<file path="config.mk">
export PLATFORM = sky130hd
export DESIGN_NAME = multdiv_seq
export DESIGN_NICKNAME = d
export VERILOG_FILES = /design/src/rtl/multdiv_pkg.sv /design/src/rtl/multdiv_seq_booth_step.sv /design/src/rtl/multdiv_seq.sv
export SDC_FILE = /design/constraint.sdc
export NUM_CORES = 1
export LEC_CHECK = 0
export CAP_MARGIN = 5
export CORE_ASPECT_RATIO = 0.5
export CORE_UTILIZATION = 50
export DETAILED_ROUTE_END_ITERATION = 8
export PLACE_DENSITY = 0.73
export SYNTH_ARGS = -nofsm -noshare
export SYNTH_HDL_FRONTEND = slang
export SYNTH_SLANG_ARGS = --single-unit
</file>
<file path="constraint.sdc">
create_clock -name clock -period 7.2 [get_ports clock]
set_input_delay 0.72 -clock clock [delete_from_list [all_inputs] [get_ports clock]]
set_output_delay 0.72 -clock clock [all_outputs]
set_load 0.05 [all_outputs]
</file>
<file path="src/rtl/multdiv_pkg.sv">
// Shared types for the sequential multiply/divide unit: FSM states,
// operation encoding and the iteration-counter sizing rule.
package multdiv_pkg;

  typedef enum logic [1:0] {
    IDLE,
    RUN,
    DONE
  } state_t;

  typedef enum logic {
    OP_MUL,
    OP_DIV
  } op_t;

  // Counter width for the default 32-bit configuration; counts 0..WIDTH
  localparam int DEFAULT_WIDTH = 32;
  localparam int CNT_W         = $clog2(DEFAULT_WIDTH + 1);

  // Counter width for an arbitrary operand width (must hold the value WIDTH)
  function automatic int cnt_width(input int width);
    return $clog2(width + 1);
  endfunction

endpackage

</file>
<file path="src/rtl/multdiv_seq_booth_step.sv">
// One radix-2 Booth iteration on the {hi, lo, q-1} register.
// The add is done one bit wider than hi so that subtracting the most
// negative multiplicand cannot wrap before the arithmetic shift.
module booth_step
  import multdiv_pkg::*;
#(
  parameter int WIDTH = 32
) (
  input  logic [2*WIDTH:0] acc_in,
  input  logic [WIDTH-1:0] multiplicand,
  output logic [2*WIDTH:0] acc_out
);

  logic [WIDTH:0] hi_ext;
  logic [WIDTH:0] mcand_ext;
  logic [WIDTH:0] sum;

  // Add +A / -A / 0 to hi from {lo[0], q-1}, then shift the whole register right
  always_comb begin
    hi_ext    = {acc_in[2*WIDTH], acc_in[2*WIDTH:WIDTH+1]};
    mcand_ext = {multiplicand[WIDTH-1], multiplicand};
    case (acc_in[1:0])
      2'b01:   sum = hi_ext + mcand_ext;
      2'b10:   sum = hi_ext - mcand_ext;
      default: sum = hi_ext;
    endcase
    acc_out = {sum, acc_in[WIDTH:1]};
  end

endmodule

</file>
<file path="src/rtl/multdiv_seq.sv">
// Sequential signed multiply/divide coprocessor, one radix-2 step per clock.
// Optional feature macro: MULTDIV_DIV_EN builds the restoring divider,
// its sign fix-up and divide-by-zero detection; without it only MULT runs
// and any DIV start returns an exception.
module multdiv_seq
  import multdiv_pkg::*;
#(
  parameter int WIDTH = 32
) (
  input  logic             clock,
  input  logic             reset_n,
  input  logic [WIDTH-1:0] data_operandA,
  input  logic [WIDTH-1:0] data_operandB,
  input  logic             ctrl_MULT,
  input  logic             ctrl_DIV,
  output logic             busy,
  output logic [WIDTH-1:0] data_result,
  output logic [WIDTH-1:0] data_hi,
  output logic             data_exception,
  output logic             data_resultRDY
);

  localparam int CW = cnt_width(WIDTH);

  state_t           state;
  state_t           state_next;
  op_t              op_q;
  logic [CW-1:0]    iter_cnt;
  logic [WIDTH-1:0] a_lat;
  logic [2*WIDTH:0] acc;
  logic [2*WIDTH:0] booth_next;
  logic [2*WIDTH:0] step_next;

  logic start_mul;
  logic start_div;
  logic start_both;
  logic early_exit;
  logic iter_done;

`ifdef MULTDIV_DIV_EN
  logic [WIDTH-1:0] b_lat;
  logic [WIDTH-1:0] a_mag_in;
  logic [WIDTH-1:0] b_mag;
  logic [WIDTH:0]   div_shifted;
  logic [WIDTH-1:0] div_diff;
  logic             div_ge;
  logic [2*WIDTH:0] div_next;
  logic             div_zero;
  logic [WIDTH-1:0] quo_mag;
  logic [WIDTH-1:0] rem_mag;
  logic             div_ovf;
`endif

  booth_step #(.WIDTH(WIDTH)) u_booth_step (
    .acc_in      (acc),
    .multiplicand(a_lat),
    .acc_out     (booth_next)
  );

  // Decode the start pulses and decide whether this start bypasses RUN
  always_comb begin
    start_mul  = ctrl_MULT & ~ctrl_DIV;
    start_div  = ctrl_DIV & ~ctrl_MULT;
    start_both = ctrl_MULT & ctrl_DIV;
    iter_done  = (iter_cnt == CW'(WIDTH));
`ifdef MULTDIV_DIV_EN
    div_zero   = start_div & (data_operandB == '0);
    early_exit = start_both | div_zero;
`else
    early_exit = start_both | start_div;
`endif
  end

`ifdef MULTDIV_DIV_EN
  // Restoring divide step on magnitudes: rem in hi, quotient shifting in lo
  always_comb begin
    a_mag_in    = data_operandA[WIDTH-1] ? -data_operandA : data_operandA;
    b_mag       = b_lat[WIDTH-1] ? -b_lat : b_lat;
    div_shifted = {acc[2*WIDTH:WIDTH+1], acc[WIDTH]};
    div_ge      = (div_shifted >= {1'b0, b_mag});
    div_diff    = div_shifted[WIDTH-1:0] - b_mag;
    div_next    = {(div_ge ? div_diff : div_shifted[WIDTH-1:0]),
                   acc[WIDTH-1:1], div_ge, 1'b0};
    quo_mag     = acc[WIDTH:1];
    rem_mag     = acc[2*WIDTH:WIDTH+1];
    div_ovf     = (a_lat == {1'b1, {(WIDTH-1){1'b0}}}) && (b_lat == '1);
    step_next   = (op_q == OP_DIV) ? div_next : booth_next;
  end
`else
  // Only the Booth datapath exists, so every RUN step is a multiply step
  always_comb begin
    step_next = booth_next;
  end
`endif

  // State register
  always_ff @(posedge clock or negedge reset_n) begin
    if (!reset_n) begin
      state <= IDLE;
    end else begin
      state <= state_next;
    end
  end

  // Next-state logic: starts only count in IDLE, RUN ends after WIDTH steps plus a finalise cycle
  always_comb begin
    state_next = state;
    case (state)
      IDLE: begin
        if (early_exit) begin
          state_next = DONE;
        end else if (start_mul | start_div) begin
          state_next = RUN;
        end
      end
      RUN: begin
        if (iter_done) begin
          state_next = DONE;
        end
      end
      DONE:    state_next = IDLE;
      default: state_next = IDLE;
    endcase
  end

  // Datapath and registered outputs: latch on start, iterate in RUN, publish results on entering DONE
  always_ff @(posedge clock or negedge reset_n) begin
    if (!reset_n) begin
      op_q           <= OP_MUL;
      iter_cnt       <= '0;
      a_lat          <= '0;
      acc            <= '0;
      busy           <= 1'b0;
      data_result    <= '0;
      data_hi        <= '0;
      data_exception <= 1'b0;
      data_resultRDY <= 1'b0;
`ifdef MULTDIV_DIV_EN
      b_lat          <= '0;
`endif
    end else begin
      case (state)
        IDLE: begin
          if (early_exit) begin
            busy           <= 1'b1;
            data_resultRDY <= 1'b1;
            data_exception <= 1'b1;
            data_result    <= '0;
`ifdef MULTDIV_DIV_EN
            data_hi        <= div_zero ? data_operandA : '0;
`else
            data_hi        <= '0;
`endif
          end else if (start_mul | start_div) begin
            busy           <= 1'b1;
            data_result    <= '0;
            data_hi        <= '0;
            data_exception <= 1'b0;
            a_lat          <= data_operandA;
            iter_cnt       <= '0;
`ifdef MULTDIV_DIV_EN
            b_lat          <= data_operandB;
            if (start_div) begin
              op_q <= OP_DIV;
              acc  <= {{WIDTH{1'b0}}, a_mag_in, 1'b0};
            end else begin
              op_q <= OP_MUL;
              acc  <= {{WIDTH{1'b0}}, data_operandB, 1'b0};
            end
`else
            op_q           <= OP_MUL;
            acc            <= {{WIDTH{1'b0}}, data_operandB, 1'b0};
`endif
          end
        end
        RUN: begin
          if (!iter_done) begin
            acc      <= step_next;
            iter_cnt <= iter_cnt + CW'(1);
          end else begin
            data_resultRDY <= 1'b1;
            if (op_q == OP_DIV) begin
`ifdef MULTDIV_DIV_EN
              data_result    <= (a_lat[WIDTH-1] ^ b_lat[WIDTH-1]) ? -quo_mag : quo_mag;
              data_hi        <= a_lat[WIDTH-1] ? -rem_mag : rem_mag;
              data_exception <= div_ovf;
`else
              data_result    <= '0;
              data_hi        <= '0;
              data_exception <= 1'b1;
`endif
            end else begin
              data_result    <= acc[WIDTH:1];
              data_hi        <= acc[2*WIDTH:WIDTH+1];
              data_exception <= (acc[2*WIDTH:WIDTH+1] != {WIDTH{acc[WIDTH]}});
            end
          end
        end
        DONE: begin
          busy           <= 1'b0;
          data_resultRDY <= 1'b0;
        end
        default: begin
          busy           <= 1'b0;
          data_resultRDY <= 1'b0;
        end
      endcase
    end
  end

endmodule
</file>
### Routed clock nets over the placement, run 1

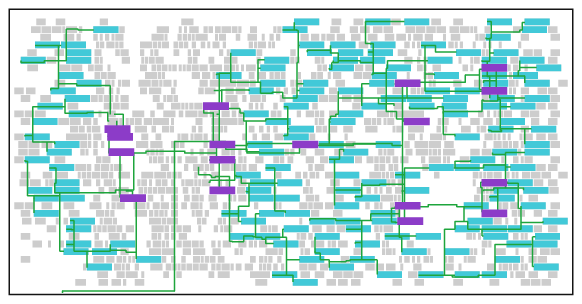
Key: purple = clock-net drivers [count 17]; cyan = flip-flops [count 172]; green = clock wires [length 2170 um]
Position of the flops: spread over the die. There are 18 routed clock nets.

### Pin map, run 1

Pins as bars across the die edge, other pins in gray.
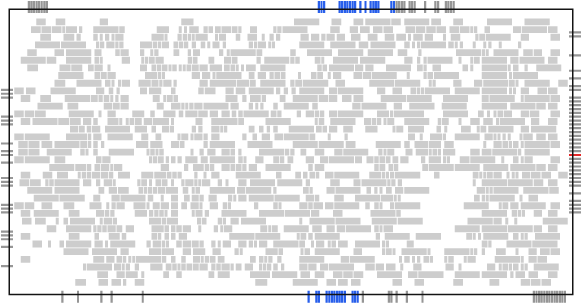
Key: red = ctrl_DIV [pins 1, direction input, edge right]; blue = data_hi [pins 32, direction output, edge 18 top, 14 bottom]

### Port wiring, run 1

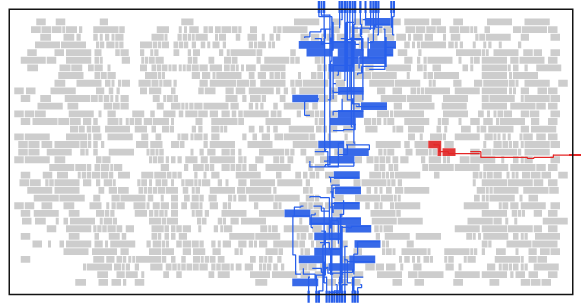
Key: blue = data_hi [bits 32, direction output, end cells 32, buffers 32, wire 1270 um]; red = ctrl_DIV [bits 1, direction input, end cells 3, buffers 1, wire 58.8 um]

==> run 1: sequential cells by signal, indices dropped and copies added, names as in the netlist, 2 cells and up <==
register and count:
a_lat 32, acc 65, data_hi 32, data_result 32, iter_cnt 6, state 2
==> run 1: per-layer routing <==
metal  part of all wire  wire (um)
met1               0.51      12660
met4              0.013        313
met3              0.061       1524
met5                  0          0
met2               0.42      10340
==> run 1: worst reg2reg max path, delay by kind of cell, from the launching register on <==
family                     cells  cell delay [ns]
AOI/OAI and AO/OA              4             0.79
xor gates and xnor gates       1             0.14
adders and majority gates      1             0.40
DFF                            1             0.42
and+or+nand+nor               10             2.59
==> results.cfg, run 1 <==
; flow metrics
[outcome]
status = complete, no violations

[finish]
seq_share = 0.3639
ff_count = 172
clk_share = 0.04856
fin_util = 0.6310
diodes = 0

[final_timing]
min_period_ns = 4.426
period_used_share = 0.6147

[place]
globalplace.congestion = 0.9088

[floorplan]
dieWidth_um = 199.6
core_area_um2 = 18740

[synthesis]
syn_inst = 1058
ys_async_sr_fraction = 1.000
ys_warn_count = 0
yosys-top-cells-count = 172 x dfrtp_1, 130 x nand2_1, 99 x nor2_1, 75 x o21ai_0, 74 x a22o_1
postSynthAreaPerCell_um2 = 9.227
syn_nets = 1168

[cts]
cts_tree = built
cts_buffers = 17

[worst_setup_path]
cpMostUsedCell = nor2_1
critPathMaxFanout = 8

[route]
vias = 8225
antenna_left = 0

[power]
clkPwrFrac = 0.148
p_comb_mw = 3.64
p_clk_uw = 914

[global_route]
grt_use_met2 = 0.3568
use_met3 = 0.04483

[min_path]
hold_class = input port to async pin

[job]
tool_warnings = 31
### Routed metal, one color a layer, run 1

The bar under the picture is 50 um long.
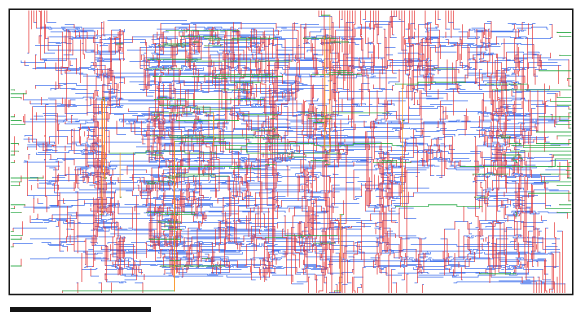

==> inputs of run 2 (changes only) <==
--- a/config.mk
+++ b/config.mk
@@ -9,7 +9,7 @@
 export CORE_ASPECT_RATIO = 0.5
 export CORE_UTILIZATION = 50
 export DETAILED_ROUTE_END_ITERATION = 8
-export PLACE_DENSITY = 0.73
+export PLACE_DENSITY = 0.76
 export SYNTH_ARGS = -nofsm -noshare
 export SYNTH_HDL_FRONTEND = slang
 export SYNTH_SLANG_ARGS = --single-unit
==> constraint.sdc (replaced) <==
create_clock -name clock -period 4 [get_ports clock]
set_input_delay 0.4 -clock clock [delete_from_list [all_inputs] [get_ports clock]]
set_output_delay 0.4 -clock clock [all_outputs]
set_load 0.05 [all_outputs]
### Routed metal, one color a layer, run 2

The bar under the picture is 50 um long.
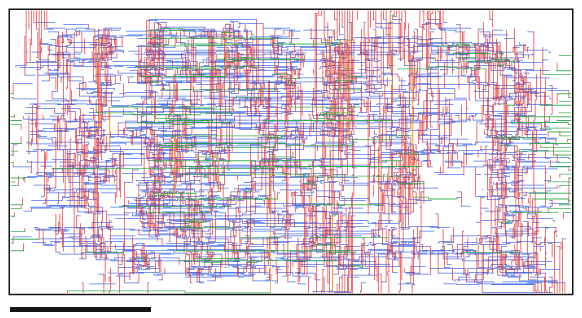
Key: red = M2 [wire length 11300 um]; blue = M1 [wire length 12500 um]; orange = M4 [wire length 395 um]; green = M3 [wire length 2130 um]

==> results.cfg, run 2 <==
; flow metrics
[power]
clkPwrFrac = 0.138
p_comb_mw = 7.68
power_leader = combinational logic
p_clk_mw = 1.69

[finish]
largest_register_ffs = 65
fin_util = 0.6628
postLayoutCellArea_um2 = 12420
drive_gt1_frac = 0.1367
diodes = 0
top_register = acc

[synthesis]
postSynthAreaPerCell_um2 = 9.227
ys_warn_count = 0
edf_count = 0
yosys-top-cells-count = 172 x dfrtp_1, 130 x nand2_1, 99 x nor2_1, 75 x o21ai_0, 74 x a22o_1
syn_nets = 1168
syn_inst = 1058
yosys-top-cells-area = dfrtp_1 44%, a22o_1 6.6%, ha_1 5.3%
synth-main-ff-cell = dfrtp_1
top_area_frac = 0.4409
ys_async_sr_fraction = 1.000
synth_top_cell_by_area = dfrtp_1

[route]
vias = 8596
antenna_left = 0

[worst_setup_path]
critPathKind = flip-flop to flip-flop
cpMostUsedCell = a21oi_1
crit_buf_inv = 0
critPathMaxFanout = 4

[cts]
cts_tree = built
clock-sinks = 172
cts_buffers = 17
h-tree-depth = 4

[final_timing]
rsz0062_at_grt = yes
min_period_ns = 3.884
finalClockSkew_ns = 0.009884
period_used_share = 0.9710
setup-violations-final = 0

[place]
globalplace.congestion = 0.9398
numPortBuffers = 134

[outcome]
status = complete, no violations

[job]
tool_warnings = 33

[global_route]
gr-total-overflow = 0

[floorplan]
io_pins = 135
dieWidth_um = 199.6
core_area_um2 = 18740

[min_path]
hold_class = input port to async pin
[run 2: cell count changes in the layout (fill, tap and decap cells not counted), sizes merged]
cell	before	now
buf	9	66
inv	33	28
clkbuf	17	20
clkinv	2	4
bufinv	1	2
[run 2: layout make-up]
| type | count | area share |
|---|---|---|
| Tap cell | 259 | 0.02609 |
| Multi-Input combinational cell | 796 | 0.4226 |
| Inverter | 23 | 0.006950 |
| Timing Repair Buffer | 199 | 0.1497 |
| Clock inverter | 12 | 0.01219 |
| Sequential cell | 172 | 0.3465 |
| Clock buffer | 20 | 0.03596 |
[run 2: routing by layer]
metal	GRT usage	routed length, um	part of all wire
met1	0.4024	12460	0.47
met2	0.3950	11280	0.43
met3	0.05018	2130	0.081
met4	0.06577	395	0.015
met5	0	0	0
